### config.mk
export PLATFORM = sky130hd
export DESIGN_NAME = rot_sweep_ctrl
export DESIGN_NICKNAME = d
export VERILOG_FILES = /design/src/rtl/rot_sweep_pkg.sv /design/src/rtl/rot_sweep_ctrl_shift.sv /design/src/rtl/rot_sweep_ctrl.sv
export SDC_FILE = /design/constraint.sdc
export NUM_CORES = 1
export LEC_CHECK = 0
export ABC_AREA = 0
export CORE_MARGIN = 2
export CORE_UTILIZATION = 50
export DETAILED_ROUTE_END_ITERATION = 16
export GPL_TIMING_DRIVEN = 0
export PLACE_DENSITY = 0.79
export SLEW_MARGIN = 20
export SYNTH_ARGS = -nofsm -noshare
export SYNTH_HDL_FRONTEND = slang
export SYNTH_SLANG_ARGS = --single-unit
### constraint.sdc
create_clock -name clk -period 2 [get_ports clk]
set_input_delay 0.3 -clock clk [delete_from_list [all_inputs] [get_ports clk]]
set_output_delay 0.3 -clock clk [all_outputs]
set_load 0.1 [all_outputs]
### src/rtl/rot_sweep_pkg.sv
// Shared widths and FSM state type for the rotate-sweep controller.
package rot_sweep_pkg;

    localparam int DATA_W = 8;
    localparam int AMT_W  = 3;

    typedef enum logic [1:0] {
        S_IDLE = 2'd0,
        S_FILL = 2'd1,
        S_EMIT = 2'd2
    } state_t;

endpackage

### src/rtl/rot_sweep_ctrl_shift.sv
// Combinational 8-bit rotate-right: y = a rotated right by amt.
module barrel_shifter (
    input  logic [7:0] a,
    input  logic [2:0] amt,
    output logic [7:0] y
);

    logic [7:0] s1;
    logic [7:0] s2;

    always_comb begin
        s1 = amt[0] ? {a[0],    a[7:1]}  : a;
        s2 = amt[1] ? {s1[1:0], s1[7:2]} : s1;
        y  = amt[2] ? {s2[3:0], s2[7:4]} : s2;
    end

endmodule

### src/rtl/rot_sweep_ctrl.sv
// Job front-end for barrel_shifter: sweeps the rotate amount by STEP per beat
// and streams registered results with amount and last flag.
module rot_sweep_ctrl
    import rot_sweep_pkg::*;
#(
    parameter int unsigned STEP = 1
) (
    input  logic              clk,
    input  logic              rst,
    input  logic              in_valid,
    output logic              in_ready,
    input  logic [DATA_W-1:0] in_data,
    input  logic [AMT_W-1:0]  in_start_amt,
    input  logic [AMT_W-1:0]  in_len,
    output logic              out_valid,
    input  logic              out_ready,
    output logic [DATA_W-1:0] out_data,
    output logic [AMT_W-1:0]  out_amt,
    output logic              out_last,
    output logic              busy
);

    localparam logic [AMT_W-1:0] STEP_A = AMT_W'(STEP);

    state_t            state;
    state_t            state_nx;
    logic [DATA_W-1:0] opnd;
    logic [AMT_W-1:0]  amt;
    logic [AMT_W-1:0]  cnt;
    logic [DATA_W-1:0] y;
    logic              accept;
    logic              fill;
    logic              advance;
    logic              finish;

    barrel_shifter u_shift (
        .a   (opnd),
        .amt (amt),
        .y   (y)
    );

    always_ff @(posedge clk or posedge rst) begin
        if (rst) state <= S_IDLE;
        else     state <= state_nx;
    end

    always_comb begin
        state_nx = state;
        accept   = 1'b0;
        fill     = 1'b0;
        advance  = 1'b0;
        finish   = 1'b0;
        in_ready = 1'b0;
        busy     = 1'b1;
        case (state)
            S_IDLE: begin
                in_ready = 1'b1;
                busy     = 1'b0;
                if (in_valid) begin
                    accept   = 1'b1;
                    state_nx = S_FILL;
                end
            end
            S_FILL: begin
                fill     = 1'b1;
                state_nx = S_EMIT;
            end
            S_EMIT: begin
                if (out_valid && out_ready) begin
                    if (out_last) begin
                        finish   = 1'b1;
                        state_nx = S_IDLE;
                    end else begin
                        advance = 1'b1;
                    end
                end
            end
            default: state_nx = S_IDLE;
        endcase
    end

    // FILL and a non-final EMIT handshake both load the next shifter result
    always_ff @(posedge clk or posedge rst) begin
        if (rst) begin
            opnd      <= '0;
            amt       <= '0;
            cnt       <= '0;
            out_valid <= 1'b0;
            out_data  <= '0;
            out_amt   <= '0;
            out_last  <= 1'b0;
        end else begin
            if (accept) begin
                opnd <= in_data;
                amt  <= in_start_amt;
                cnt  <= in_len;
            end
            if (fill) begin
                out_data  <= y;
                out_amt   <= amt;
                out_last  <= (cnt == '0);
                out_valid <= 1'b1;
                amt       <= amt + STEP_A;
            end
            if (advance) begin
                out_data <= y;
                out_amt  <= amt;
                out_last <= (cnt == AMT_W'(1));
                cnt      <= cnt - AMT_W'(1);
                amt      <= amt + STEP_A;
            end
            if (finish) begin
                out_valid <= 1'b0;
            end
        end
    end

endmodule

### Wire density map, run 1

The bar under the picture is 20 um long. 12 x 12 tiles, from dark purple (low) to yellow (high), scaled to the fullest tile. Values are wire area over tile area, all layers added.
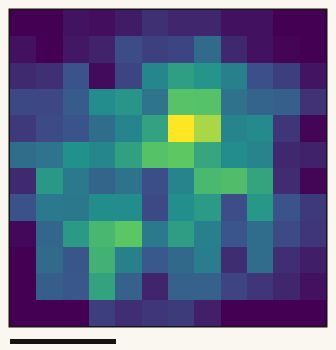
The densest ninth of the die: middle. 13% of the tiles are nearly empty. The fullest tile reaches 0.53. 17% of the tiles are over half the peak. The mean over all tiles is 0.15.
routed len/inst: 15.27 um
Routed WL: 3391 um
total number of vias: 1274
all-layer global routing usage: 22.89%

### Nets reached from selected ports, run 1

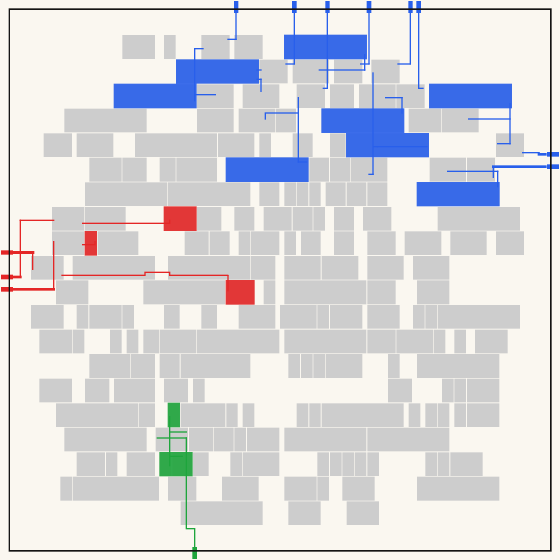
in_start_amt: shown in red, bits 3, direction input, edge left, end cells 3, buffers 3, wire 56.7 um. out_data: shown in blue, bits 8, direction output, edge 6 top, 2 right, end cells 8, buffers 8, wire 120 um. out_ready: shown in green, bits 1, direction input, edge bottom, end cells 3, buffers 1, wire 24.9 um.
port buffer count: 32
I/O Pins: 33

### Cells by drive strength, run 1

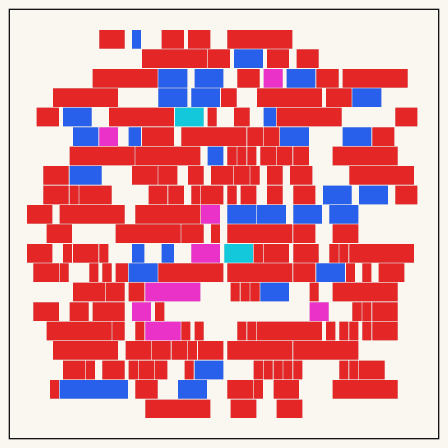
_2 cells: shown in blue, cells 30, share 16%, most used mux2_2. _6 and larger: shown in cyan, cells 2, share 1.1%, most used buf_6. _3 and _4 cells: shown in magenta, cells 8, share 4.2%, most used clkbuf_4. _0 and _1 cells: shown in red, cells 149, share 79%, most used nand2_1.
post-route cell area: 1971 um^2
Signal buffers: 37
area delta synth->final: 26.30%
post-route setup slack: 0.1222 ns

### Placement by cell class, run 1

The bar under the picture is 20 um long.
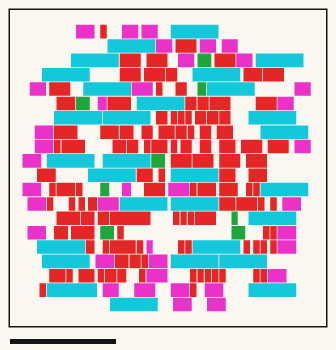
clock drivers and dummy loads: shown in green, cells 8, share of their area 2.7%. remaining buffers and delay cells: shown in magenta, cells 37, share of their area 18%. combinational and other logic: shown in red, cells 115, share of their area 42%. sequential cells: shown in cyan, cells 29, share of their area 38%.
Seq/total area: 36.89%
total core area: 3003 um^2
# rows: 20
utilization after layout: 65.63%

==> qor.yml, run 1 <==
status: "finished clean"
n_all_inverters: 7
ys_sh_aoi_pct: 15.24
flop_area_um2: 726.9
cts_buffer_depth: 2
clock_buffers: 6
ys_seq_share_pct: 46.51
synthesis.nets: 171
use_met3_pct: 5.411
yosys_warnings: 0
antenna_found_initial: 0
fin_cells: 222
die_y_um: 59.86
drc: 0
postCtsSetupBuffers: 0
dpl_cell_area_um2: 1931
crit_path_start: "out_valid"
ant_nets: 0
rsz0062_at_grt: "false"
diodes: 0
taps: 33
globalplace.congestion: 0.9044
clock_cell_area_share_pct: 2.603
fp.dieW_um: 59.86
crit_path_end: "out_valid"
worstSkewPairLatency_ns: 0.34
dp_worst_setup_slack_ns: -0.03841
dp.final_hpwl_um: 2585
logic_family: "multiplexers"
synth-simple-area-share_pct: 15.48
crit_family: "buffers and inverters"
grt_max_degree: 30
run 1: cell usage in the layout, fill, tap and decap left out, types with 3 or more instances in the layout:
| cell type | netlist | routed |
|---|---|---|
| a221o_1 | 3 | 3 |
| a221oi_1 | 4 | 4 |
| clkbuf_4 | 0 | 5 |
| clkdlybuf4s15_2 | 0 | 3 |
| clkdlybuf4s50_1 | 0 | 17 |
| dfrtp_1 | 29 | 28 |
| dlygate4sd2_1 | 0 | 12 |
| ha_1 | 4 | 4 |
| inv_1 | 6 | 5 |
| mux2_2 | 18 | 18 |
| mux2i_1 | 4 | 4 |
| nand2_1 | 30 | 30 |
| nand2b_1 | 3 | 3 |
| nor2_1 | 11 | 10 |
| o22ai_1 | 10 | 10 |
==> inputs of run 2 (changes only) <==
- ABC_AREA: 0 -> 1
- CAP_MARGIN: default -> 20
- PLACE_DENSITY: 0.79 -> 0.78
==> qor.yml, run 2 <==
r2r_setup_slack_ns: 0.70
fp.dieW_um: 60.64  # +1.3%
core_area_um2: 3053  # +1.7%
ys_area_um2: 1604
dp_worst_setup_slack_ns: -0.001400  # +0.03701 ns
rows: 20  # unchanged
synthesis.nets: 236  # +38%
r2r-end: "out_data[0]"
setup_violations: 0
globalplace.congestion: 0.8750  # -3.3%
status: "finished clean"
hold_viol: 0
worstSkewPairLatency_ns: 0.33  # about the same
yosys_warnings: 0  # unchanged
grt_overflow_total: 0
ioPinCount: 33  # unchanged
layout_top_cells: "96 x nand2_1, 35 x nand3_1, 29 x dfrtp_1"
diodes: 0  # unchanged
dpl_cell_area_um2: 1987  # +2.9%
ant_nets: 0  # unchanged
crit_family: "buffers and inverters"
crit_path_start: "out_last"
ys_seq_share_pct: 45.24  # -1.3 points
logic_area_um2: 757.0
synth_top_cell_by_count: "nand2_1"
grt_max_degree: 30  # unchanged
antenna_found_initial: 0  # unchanged
die_y_um: 60.64  # +1.3%
io_buffers: 32  # unchanged
postCtsSetupBuffers: 0  # unchanged
path_cells: "dlygate4sd2_1"
crit_path_end: "out_last"
drc: 0  # unchanged
cts_hold_buf: 0
grt_usage_pct: 21.90  # -0.98 points
initial_core_util_pct: 52.54
cts_buffer_depth: 2  # unchanged
layout_top_cell: "nand2_1"
rsz0062_at_grt: "false"
post_cts_resized: 19
fin_cells: 298  # +34%
flop_area_um2: 725.7  # -0.17%
run 2: cell families (layout without fill, tap and decap cells):
logic type | after synthesis | after routing | synth area share, %
simple gates | 147 | 147 | 39.47
buf+inv | 23 | 63 | 8.034
fa+ha+maj | 4 | 4 | 3.120
xor+xnor | 2 | 2 | 1.092
flops | 29 | 29 | 45.24
compound gates | 9 | 9 | 3.042
run 2: metal layers:
metal	GRT usage [%]	wire length, um
met5	0	0
met3	7.676	153
met2	32.72	1422
met1	29.77	1684
met4	7.453	59
run 2: layout make-up:
type                    instances  area share, %
well taps                      44          2.719
flip-flops and latches         29          35.85
multi-input cells             162          37.39
clock inverters                 2         0.4944
plain buffers                   7          3.214
inverters                      16          3.152
repair buffers                 32          15.14
clock buffers                   6          2.040
### Wire density map, run 2

The bar under the picture is 20 um long. 12 x 12 tiles, from dark purple (low) to yellow (high), scaled to the fullest tile. Values are wire area over tile area, all layers added.
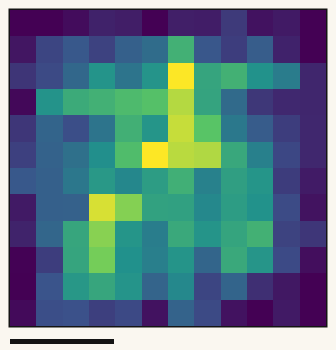
The mean over all tiles is 0.14. 35% of the tiles are over half the peak. The densest ninth of the die: middle. 6.9% of the tiles are nearly empty.
total number of vias: 1463
Routed WL: 3319 um
routed len/inst: 11.14 um

### Placement by cell class, run 2

The bar under the picture is 20 um long.
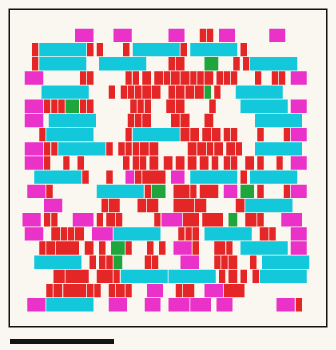
clock drivers and dummy loads: shown in green, cells 8, share of their area 2.6%. remaining buffers and delay cells: shown in magenta, cells 39, share of their area 19%. combinational and other logic: shown in red, cells 178, share of their area 42%. sequential cells: shown in cyan, cells 29, share of their area 37%.
utilization after layout: 66.31%
post-route cell area: 2024 um^2

### Cells by drive strength, run 2

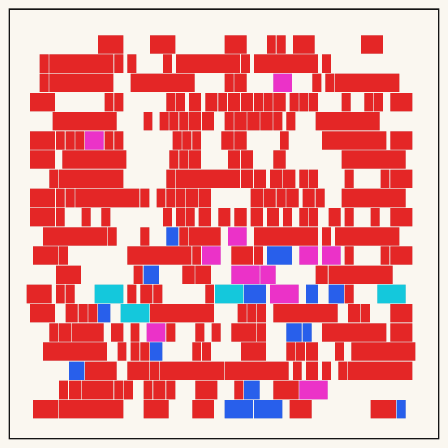
_0 and _1 cells: shown in red, cells 224, share 88%, most used nand2_1. _3 and _4 cells: shown in magenta, cells 11, share 4.3%, most used clkbuf_4. _6 and larger: shown in cyan, cells 4, share 1.6%, most used buf_6. _2 cells: shown in blue, cells 15, share 5.9%.
Signal buffers: 39
post-route setup slack: 0.08978 ns
area delta synth->final: 26.21%

==> inputs of run 3 (changes only) <==
- CELL_PAD_IN_SITES_DETAIL_PLACEMENT: default -> 0
- CELL_PAD_IN_SITES_GLOBAL_PLACEMENT: default -> 1
- CORE_UTILIZATION: 50 -> 36
==> qor.yml, run 3 <==
status: "finished clean"
post_cts_resized: 17  # -2
highest_layer: "met4"
io_buffers: 32  # unchanged
wl_met2_um: 1454  # +2.3%
r2r-end: "out_data[2]"
grt_use_met1_pct: 21.24  # -8.5 points
setup_violations: 0  # unchanged
ant_nets: 0  # unchanged
crit_family: "buffers and inverters"
layout_top_cells: "96 x nand2_1, 35 x nand3_1, 29 x dfrtp_1"
yosys_warnings: 0  # unchanged
cts_hold_buf: 0  # unchanged
crit_path_start: "state[1]"
synth-adder-area-share_pct: 3.120  # unchanged
ys_area_um2: 1604  # unchanged
r2r_setup_slack_ns: 0.72  # +0.02 ns
hold_viol: 0  # unchanged
crit_path_end: "busy"
initial_core_util_pct: 37.09  # -15 points
mux_share_pct: 0  # unchanged
antenna_found_initial: 0  # unchanged
synth_top_cell_by_count: "nand2_1"
cts_buffer_depth: 2  # unchanged
fp.dieW_um: 70.75  # +17%
grt_max_degree: 30  # unchanged
use_met2_pct: 23.05  # -9.7 points
synth-simple-area-share_pct: 39.47  # unchanged
ioPinCount: 33  # unchanged
logic_family: "simple AND/OR/NAND/NOR gates"
path_cells: "nor2_4 -> inv_1 -> clkdlybuf4s15_1"
rsz0062_at_grt: "false"
synthesis.nets: 236  # unchanged
layout_top_cell: "nand2_1"
use_met3_pct: 3.419  # -4.3 points
postCtsSetupBuffers: 0  # unchanged
wl_met3_um: 112  # -27%
## run 3: cell counts after synthesis
No cell type changed its count.
## run 3: area by class of cell
cell class | instances | area [um^2] | area share (%)
clock buffer | 7 | 86.33 | 4.174
multi-input combinational | 162 | 757.0 | 36.60
timing repair buffer | 32 | 305.3 | 14.76
inverter | 16 | 63.81 | 3.085
buffer | 7 | 65.06 | 3.146
tap | 52 | 65.06 | 3.146
sequential | 29 | 725.7 | 35.09
### Cells by drive strength, run 3

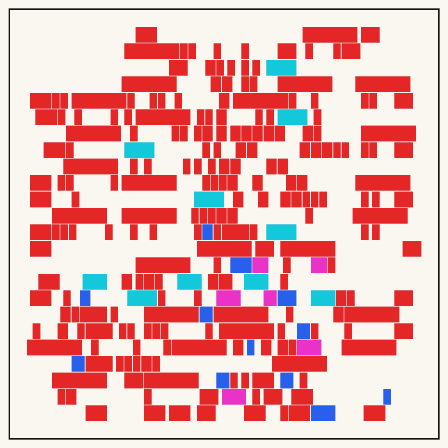
_6 and larger: shown in cyan, cells 10, share 4.0%, most used clkbuf_8. _0 and _1 cells: shown in red, cells 225, share 89%, most used nand2_1. _3 and _4 cells: shown in magenta, cells 6, share 2.4%, most used nand2_4. _2 cells: shown in blue, cells 12, share 4.7%, most used nand2_2.
post-route setup slack: 0.06556 ns
post-route cell area: 2068 um^2
area delta synth->final: 28.94%

### Routing congestion map, run 3

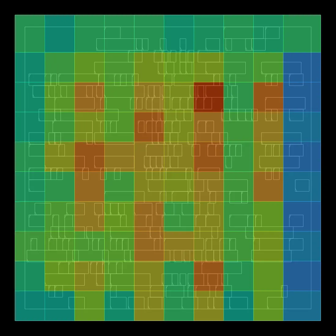
utilization after layout: 47.83%
all-layer global routing usage: 15.36%
routed len/inst: 11.03 um
global route hottest layer: met2

### Wire density map, run 3

The bar under the picture is 20 um long. 14 x 14 tiles, from dark purple (low) to yellow (high), scaled to the fullest tile. Values are wire area over tile area, all layers added.
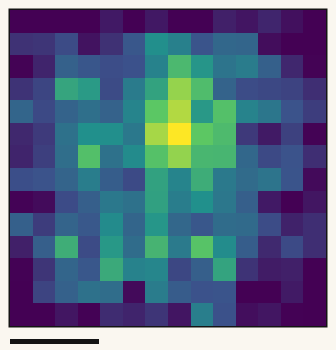
The emptiest ninth of the die: bottom right. The densest ninth of the die: middle. The mean over all tiles is 0.11. The fullest tile reaches 0.37.
total number of vias: 1432
Routed WL: 3365 um

